--- config.mk ---
export PLATFORM = sky130hd
export DESIGN_NAME = blowfish128_subkey_gen
export DESIGN_NICKNAME = d
export VERILOG_FILES = /design/src/rtl/blowfish128_pkg.sv /design/src/rtl/blowfish128_pinit_rom.sv /design/src/rtl/blowfish128_subkey_gen.sv
export SDC_FILE = /design/constraint.sdc
export NUM_CORES = 1
export LEC_CHECK = 0
export CAP_MARGIN = 20
export CORE_AREA = 4 4 445 447
export DETAILED_ROUTE_END_ITERATION = 8
export DIE_AREA = 0 0 449 451
export SYNTH_ARGS = -nofsm -noshare
export SYNTH_HDL_FRONTEND = slang
export SYNTH_SLANG_ARGS = --single-unit
--- constraint.sdc ---
create_clock -name Clk -period 17.2 [get_ports Clk]
set_clock_uncertainty 0.15 [all_clocks]
set_input_delay 3.44 -clock Clk [delete_from_list [all_inputs] [get_ports Clk]]
set_output_delay 3.44 -clock Clk [all_outputs]
set_load 0.03 [all_outputs]
--- src/rtl/blowfish128_pkg.sv ---
// rtl/blowfish128_pkg.sv - Blowfish-128 key schedule constants, P-array init words and FSM states
package blowfish128_pkg;

    localparam int NUM_SUBKEYS   = 20;
    localparam int MAX_KEY_WORDS = 16;

    localparam logic [31:0] PINIT [NUM_SUBKEYS] = '{
        32'h243F6A88, 32'h85A308D3, 32'h13198A2E, 32'h03707344, 32'hA4093822,
        32'h299F31D0, 32'h082EFA98, 32'hEC4E6C89, 32'h452821E6, 32'h38D01377,
        32'hBE5466CF, 32'h34E90C6C, 32'hC0AC29B7, 32'hC97C50DD, 32'h3F84D5B5,
        32'hB5470917, 32'h9216D5D9, 32'h8979FB1B, 32'hD1310BA6, 32'h98DFB5AC
    };

    typedef enum logic [1:0] {IDLE, GEN, DONE} state_t;

    // Number of 32-bit key words in the cycle, with key_length clamped to 1..8.
    function automatic logic [4:0] key_word_count(input logic [3:0] key_length);
        if (key_length == 4'd0) return 5'd2;
        if (key_length > 4'd8)  return 5'd16;
        return {key_length, 1'b0};
    endfunction

endpackage

--- src/rtl/blowfish128_pinit_rom.sv ---
// rtl/blowfish128_pinit_rom.sv - combinational lookup of the pi-derived P-array initial words
module blowfish128_pinit_rom
    import blowfish128_pkg::*;
(
    input  logic [4:0]  idx,
    output logic [31:0] word
);

    always_comb begin
        word = '0;
        if (idx < 5'(NUM_SUBKEYS)) word = PINIT[idx];
    end

endmodule

--- src/rtl/blowfish128_subkey_gen.sv ---
// rtl/blowfish128_subkey_gen.sv - Blowfish-128 P1..P20 subkey generator, one subkey per clock
// Optional macro BF_DEC_REVERSE_EN: latched Encrypt selects encrypt or reversed (decrypt) output order.
module blowfish128_subkey_gen
    import blowfish128_pkg::*;
(
    input  logic        Clk,
    input  logic        RstN,
    input  logic [63:0] key0,
    input  logic [63:0] key1,
    input  logic [63:0] key2,
    input  logic [63:0] key3,
    input  logic [63:0] key4,
    input  logic [63:0] key5,
    input  logic [63:0] key6,
    input  logic [63:0] key7,
    input  logic [3:0]  key_length,
    input  logic        Encrypt,
    input  logic        Enable,
    output logic        skey_ready,
    output logic [31:0] P1,  P2,  P3,  P4,  P5,  P6,  P7,  P8,  P9,  P10,
    output logic [31:0] P11, P12, P13, P14, P15, P16, P17, P18, P19, P20
);

    state_t      state, state_nx;
    logic [4:0]  cnt;
    logic [3:0]  widx;
    logic [4:0]  nwords;
    logic [31:0] kw [MAX_KEY_WORDS];
    logic [31:0] r  [NUM_SUBKEYS];
    logic [31:0] p  [NUM_SUBKEYS];
    logic [63:0] key_in [8];
    logic [31:0] pinit_word;
    logic        enc;

    assign key_in = '{key0, key1, key2, key3, key4, key5, key6, key7};

    blowfish128_pinit_rom u_rom (
        .idx  (cnt),
        .word (pinit_word)
    );

    always_ff @(posedge Clk) begin
        if (RstN) state <= IDLE;
        else      state <= state_nx;
    end

    always_comb begin
        state_nx = state;
        case (state)
            IDLE: if (Enable) state_nx = GEN;
            GEN: begin
                if (!Enable)                             state_nx = IDLE;
                else if (cnt == 5'(NUM_SUBKEYS - 1))     state_nx = DONE;
            end
            DONE: if (!Enable) state_nx = IDLE;
            default: state_nx = IDLE;
        endcase
    end

    // Key words wrap via their own counter so no modulo/divider is needed.
    always_ff @(posedge Clk) begin
        if (RstN) begin
            cnt    <= '0;
            widx   <= '0;
            nwords <= '0;
            for (int i = 0; i < MAX_KEY_WORDS; i++) kw[i] <= '0;
            for (int i = 0; i < NUM_SUBKEYS; i++)   r[i]  <= '0;
        end else if (Enable) begin
            if (state == IDLE) begin
                cnt    <= '0;
                widx   <= '0;
                nwords <= key_word_count(key_length);
                for (int j = 0; j < 8; j++) begin
                    kw[2*j]   <= key_in[j][63:32];
                    kw[2*j+1] <= key_in[j][31:0];
                end
            end else if (state == GEN) begin
                r[cnt] <= pinit_word ^ kw[widx];
                cnt    <= cnt + 5'd1;
                widx   <= ({1'b0, widx} == nwords - 5'd1) ? 4'd0 : widx + 4'd1;
            end
        end
    end

`ifdef BF_DEC_REVERSE_EN
    always_ff @(posedge Clk) begin
        if (RstN)                            enc <= 1'b0;
        else if (Enable && state == IDLE)    enc <= Encrypt;
    end
`else
    logic enc_unused;
    assign enc_unused = Encrypt;
    assign enc        = 1'b1;
`endif

    assign skey_ready = (state == DONE);

    for (genvar i = 0; i < NUM_SUBKEYS; i++) begin : g_out
        assign p[i] = enc ? r[i] : r[NUM_SUBKEYS-1-i];
    end

    assign P1  = p[0];   assign P2  = p[1];   assign P3  = p[2];   assign P4  = p[3];
    assign P5  = p[4];   assign P6  = p[5];   assign P7  = p[6];   assign P8  = p[7];
    assign P9  = p[8];   assign P10 = p[9];   assign P11 = p[10];  assign P12 = p[11];
    assign P13 = p[12];  assign P14 = p[13];  assign P15 = p[14];  assign P16 = p[15];
    assign P17 = p[16];  assign P18 = p[17];  assign P19 = p[18];  assign P20 = p[19];

endmodule

Figure 1. M1 wires.
Supply wires on this layer in grey.
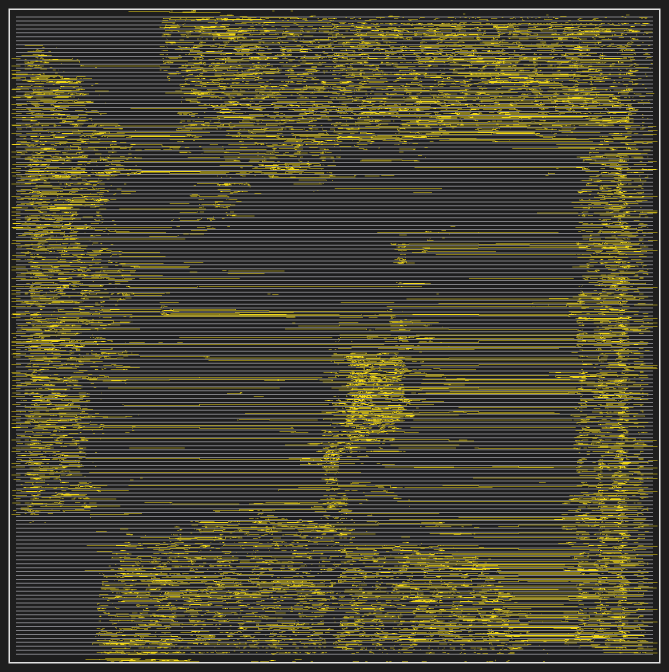
main direction: horizontal
wire length on this layer: 68.0 mm
share of all routed wire: 35%
longest straight run: 210 µm
nets with wire on the layer: 4408
Via Count: 30.87k
wire length after detailed routing: 191500 µm
met1 usage in global routing: 19.94%

Figure 2. Signal metal coverage by tile.
The die is cut into 22 by 23 equal tiles; black is low, pale yellow is high, scaled to the fullest tile. Values are wire area over tile area, all layers added.
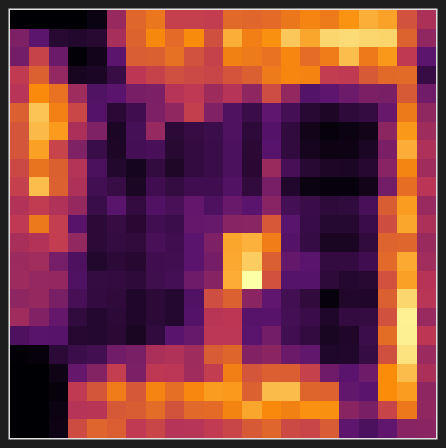
fullest tile: 0.40
tiles over half the peak: 35%
nearly empty tiles: 4.0%
emptiest ninth of the die: lower left
mean over tiles: 0.15
overall fraction of global-route tracks in use: 18.33%
average wire per cell in the routed design: 27.66 µm

Figure 3. Placement by cell class.
The bar under the picture is 100 µm long. Fill, decap, tap and diode cells in grey.
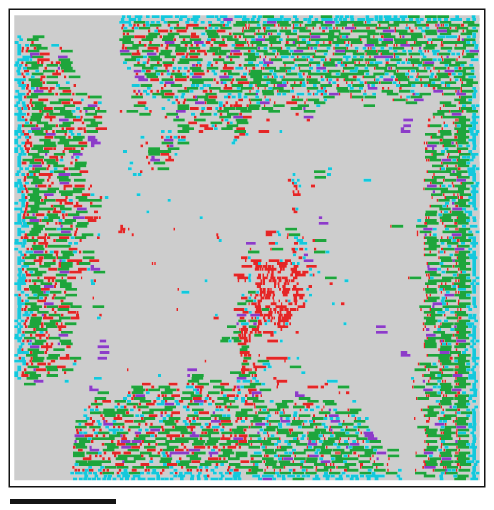
| class | colour | cells |
|---|---|---|
| remaining buffers and delay cells | cyan | 1244 |
| clock drivers and dummy loads | purple | 239 |
| registers | green | 1171 |
| remaining logic cells | red | 1700 |

==> run_results.csv <==
group,metric,value,unit
worst_setup_path,critical_path_peak_fanout,33,
worst_hold_path,worst_min_delay_path_endpoint,"cnt[2]",
floorplanning,die_h,451,µm
worst_hold_path,holdCritStartpoint,"cnt[2]",
route,post-route-drc-count,0,
pwr,sequentialPowerShare,48.6,%
synthesis,synth_stat.cells,3119,
place,preCtsSetupSlack,9261,ps
global_route,gr-total-overflow,0,
pwr,pwr_density_cell,102.9,mW/mm²
clocking,cts-buffers-inserted,133,
floorplanning,fp_util,24.50,%
route,vias_per_std_cell,4.458,
cells_and_area,fillerInstances,18930,
synthesis,edf_count,1152,
timing,setup_total_negative_slack,0,ps
worst_setup_path,worst_setup_path_end_kind,"register",
job,cap_violations,0,
pwr,p_seq,3.34,mW
global_route,met3_layer_usage_reported_by_global_route,3.978,%
timing,setup_ws,10090,ps
worst_hold_path,worstHoldPathType,"reg -> reg",
worst_setup_path,crit_type,"in -> reg",
worst_setup_path,required,17430,ps
global_route,global_routing_met2_resource_utilization,33.66,%
route,highest_layer,"met5",
worst_hold_path,cell_depth_of_the_worst_min_delay_path,2,
timing,hold_viol,0,
pwr,p_clk,2.74,mW
synthesis,net_count_after_synthesis,3650,
floorplanning,io_pins,1161,
floorplanning,rows,162,
cells_and_area,final_layout_top_logic_cells,"clkdlybuf4s50_1 (1158), edfxtp_1 (1152), nor2_1 (627), and2_1 (324), nor2b_1 (207)",
timing,period_used_share,41.35,%
outcome,outcome,"finished, final reports clean",
route,drt.antenna.violating_nets,0,
worst_setup_path,setup.worst_path.start_class,"input pin",
synthesis,ys_sh_adder,0.2893,%
place,post-dp-hpwl,135300,µm
worst_setup_path,worstPathArrival,7340,ps
cells_and_area,fraction_of_final_layout_cells_with_drive_strength_greater_than_1,10.93,%
global_route,grt_pass1_wl,257100,µm
worst_setup_path,cp-startpoint,"Enable",
cells_and_area,synthToLayoutAreaGrowth,40.22,%
global_route,first_global_vias,31550,
pwr,pwr-share-clk,39.9,%
clocking,tritoncts_num_sinks,1171,
clocking,cts_root_buffer,"clkbuf_16",
timing,clock.fmax,140.6,MHz
cells_and_area,fin_util,34.36,%
clocking,clk_transition_reported_paths,60,ps
route,dr.first_iter.drc_count,2801,
timing,finalHoldWorstSlack,306.6,ps
pwr,internal_power,5.120,mW
synthesis,flop_cell,"edfxtp_1",
timing,tightest_slew,1186,ps
pwr,totalPowerFinal,6.864,mW
timing,max_slew_violation_count,0,
synthesis,post_synth_main_logic_family,"simple AND/OR/NAND/NOR gates",
place,dpl.cell_count,6653,
clocking,clk_latency,800,ps
global_route,globalRoute.busiestLayer,"met2",
floorplanning,area_of_the_placeable_core,0.1942,mm²
synthesis,ys.flops,1171,
synthesis,aoi_share,2.146,%
place,post_dp_cell_area,0.06242,mm²
pwr,switching_share,25.41,%
place,buffer_ports.inserted,1159,
synthesis,ys.warnings.count,0,
timing,slew_headroom,20.95,%
timing,grt_setup_unrepaired,"no",
synthesis,synth.area.top_cells,"edfxtp_1 (73%), mux4_2 (5.1%), nor2_1 (5.0%), and2_1 (4.3%), nor2b_1 (2.7%)",
pwr,leading_power_group,"sequential cells",
cells_and_area,finish.cell_count_without_fillers,6924,
synthesis,synth-async-reset-ratio,0,%
place,place.gp.congestion,0.8456,
worst_setup_path,regToRegEndpoint,"r[9][23]",
synthesis,postSynthSeqShare,73.51,%
clocking,post_cts_resize_count,0,
pwr,power.net_switching,1.744,mW
clocking,postCtsSetupBuffers,0,
synthesis,synth.top_cells.by_count,"edfxtp_1 (1152), nor2_1 (629), and2_1 (325), nor2b_1 (209), clkbuf_1 (159)",
synthesis,synth_area,0.04758,mm²
cells_and_area,final_cell_area,0.06671,mm²
synthesis,synth.lib_cells_used.distinct,61,
synthesis,syn_avg_cell_area,15.25,µm²
pwr,combPwrFrac,11.5,%
route,wirelength_met1,67960,µm
synthesis,synthMuxAreaShare,6.391,%
synthesis,synth-simple-area-share,14.06,%
cells_and_area,final_net_count,4781,
pwr,comb_power,791,µW
global_route,grt_max_degree,214,
route,first_pass_iters,7,
worst_setup_path,reg2regPathDepth,8,
synthesis,synth_cells,3119,
synthesis,yosys-stat-area,0.04758,mm²
job,log.warning_count,47,
floorplanning,fp.dieW,449,µm
clocking,cts_hold_buf,0,
route,dr_wl_met2,102100,µm
cells_and_area,mostFrequentLayoutCell,"clkdlybuf4s50_1",
clocking,ctsLongestPathBuffers,3,
timing,timing.final.crit_period,7113,ps
clocking,clock_tree_from_tritoncts,"done",
synthesis,synth.top_cell.area_share,72.71,%
pwr,power.leakage,23.38,nW
worst_setup_path,r2r_slack,12090,ps
synthesis,top_cell,"edfxtp_1",
[final cells by class]
cell class	count	area [µm²]	share of cell area, %
antenna	28	70.07	0.1050
clock buffer	155	3432	5.145
clock inverter	84	705.7	1.058
inverter	11	48.80	0.07314
multi-input combinational	1689	11910	17.85
sequential	1171	34980	52.44
tap	2542	3181	4.768
timing repair buffer	1244	12380	18.56
[critical path, stage by stage]
cell	delay [ps]
clkdlybuf4s50_1	500
nor2b_1	570
nand3b_1	370
nor2_2	150
buf_4	270
nand3_2	780
nand2b_2	1180
[registers in the layout, indices dropped and copies added, names as in the netlist, named ones only]
| signal | flops |
|---|---|
| state | 2 |
| cnt | 5 |
| nwords | 4 |
| r | 640 |
| widx | 4 |
| kw | 512 |
Power is estimated from default activity; no workload was simulated.
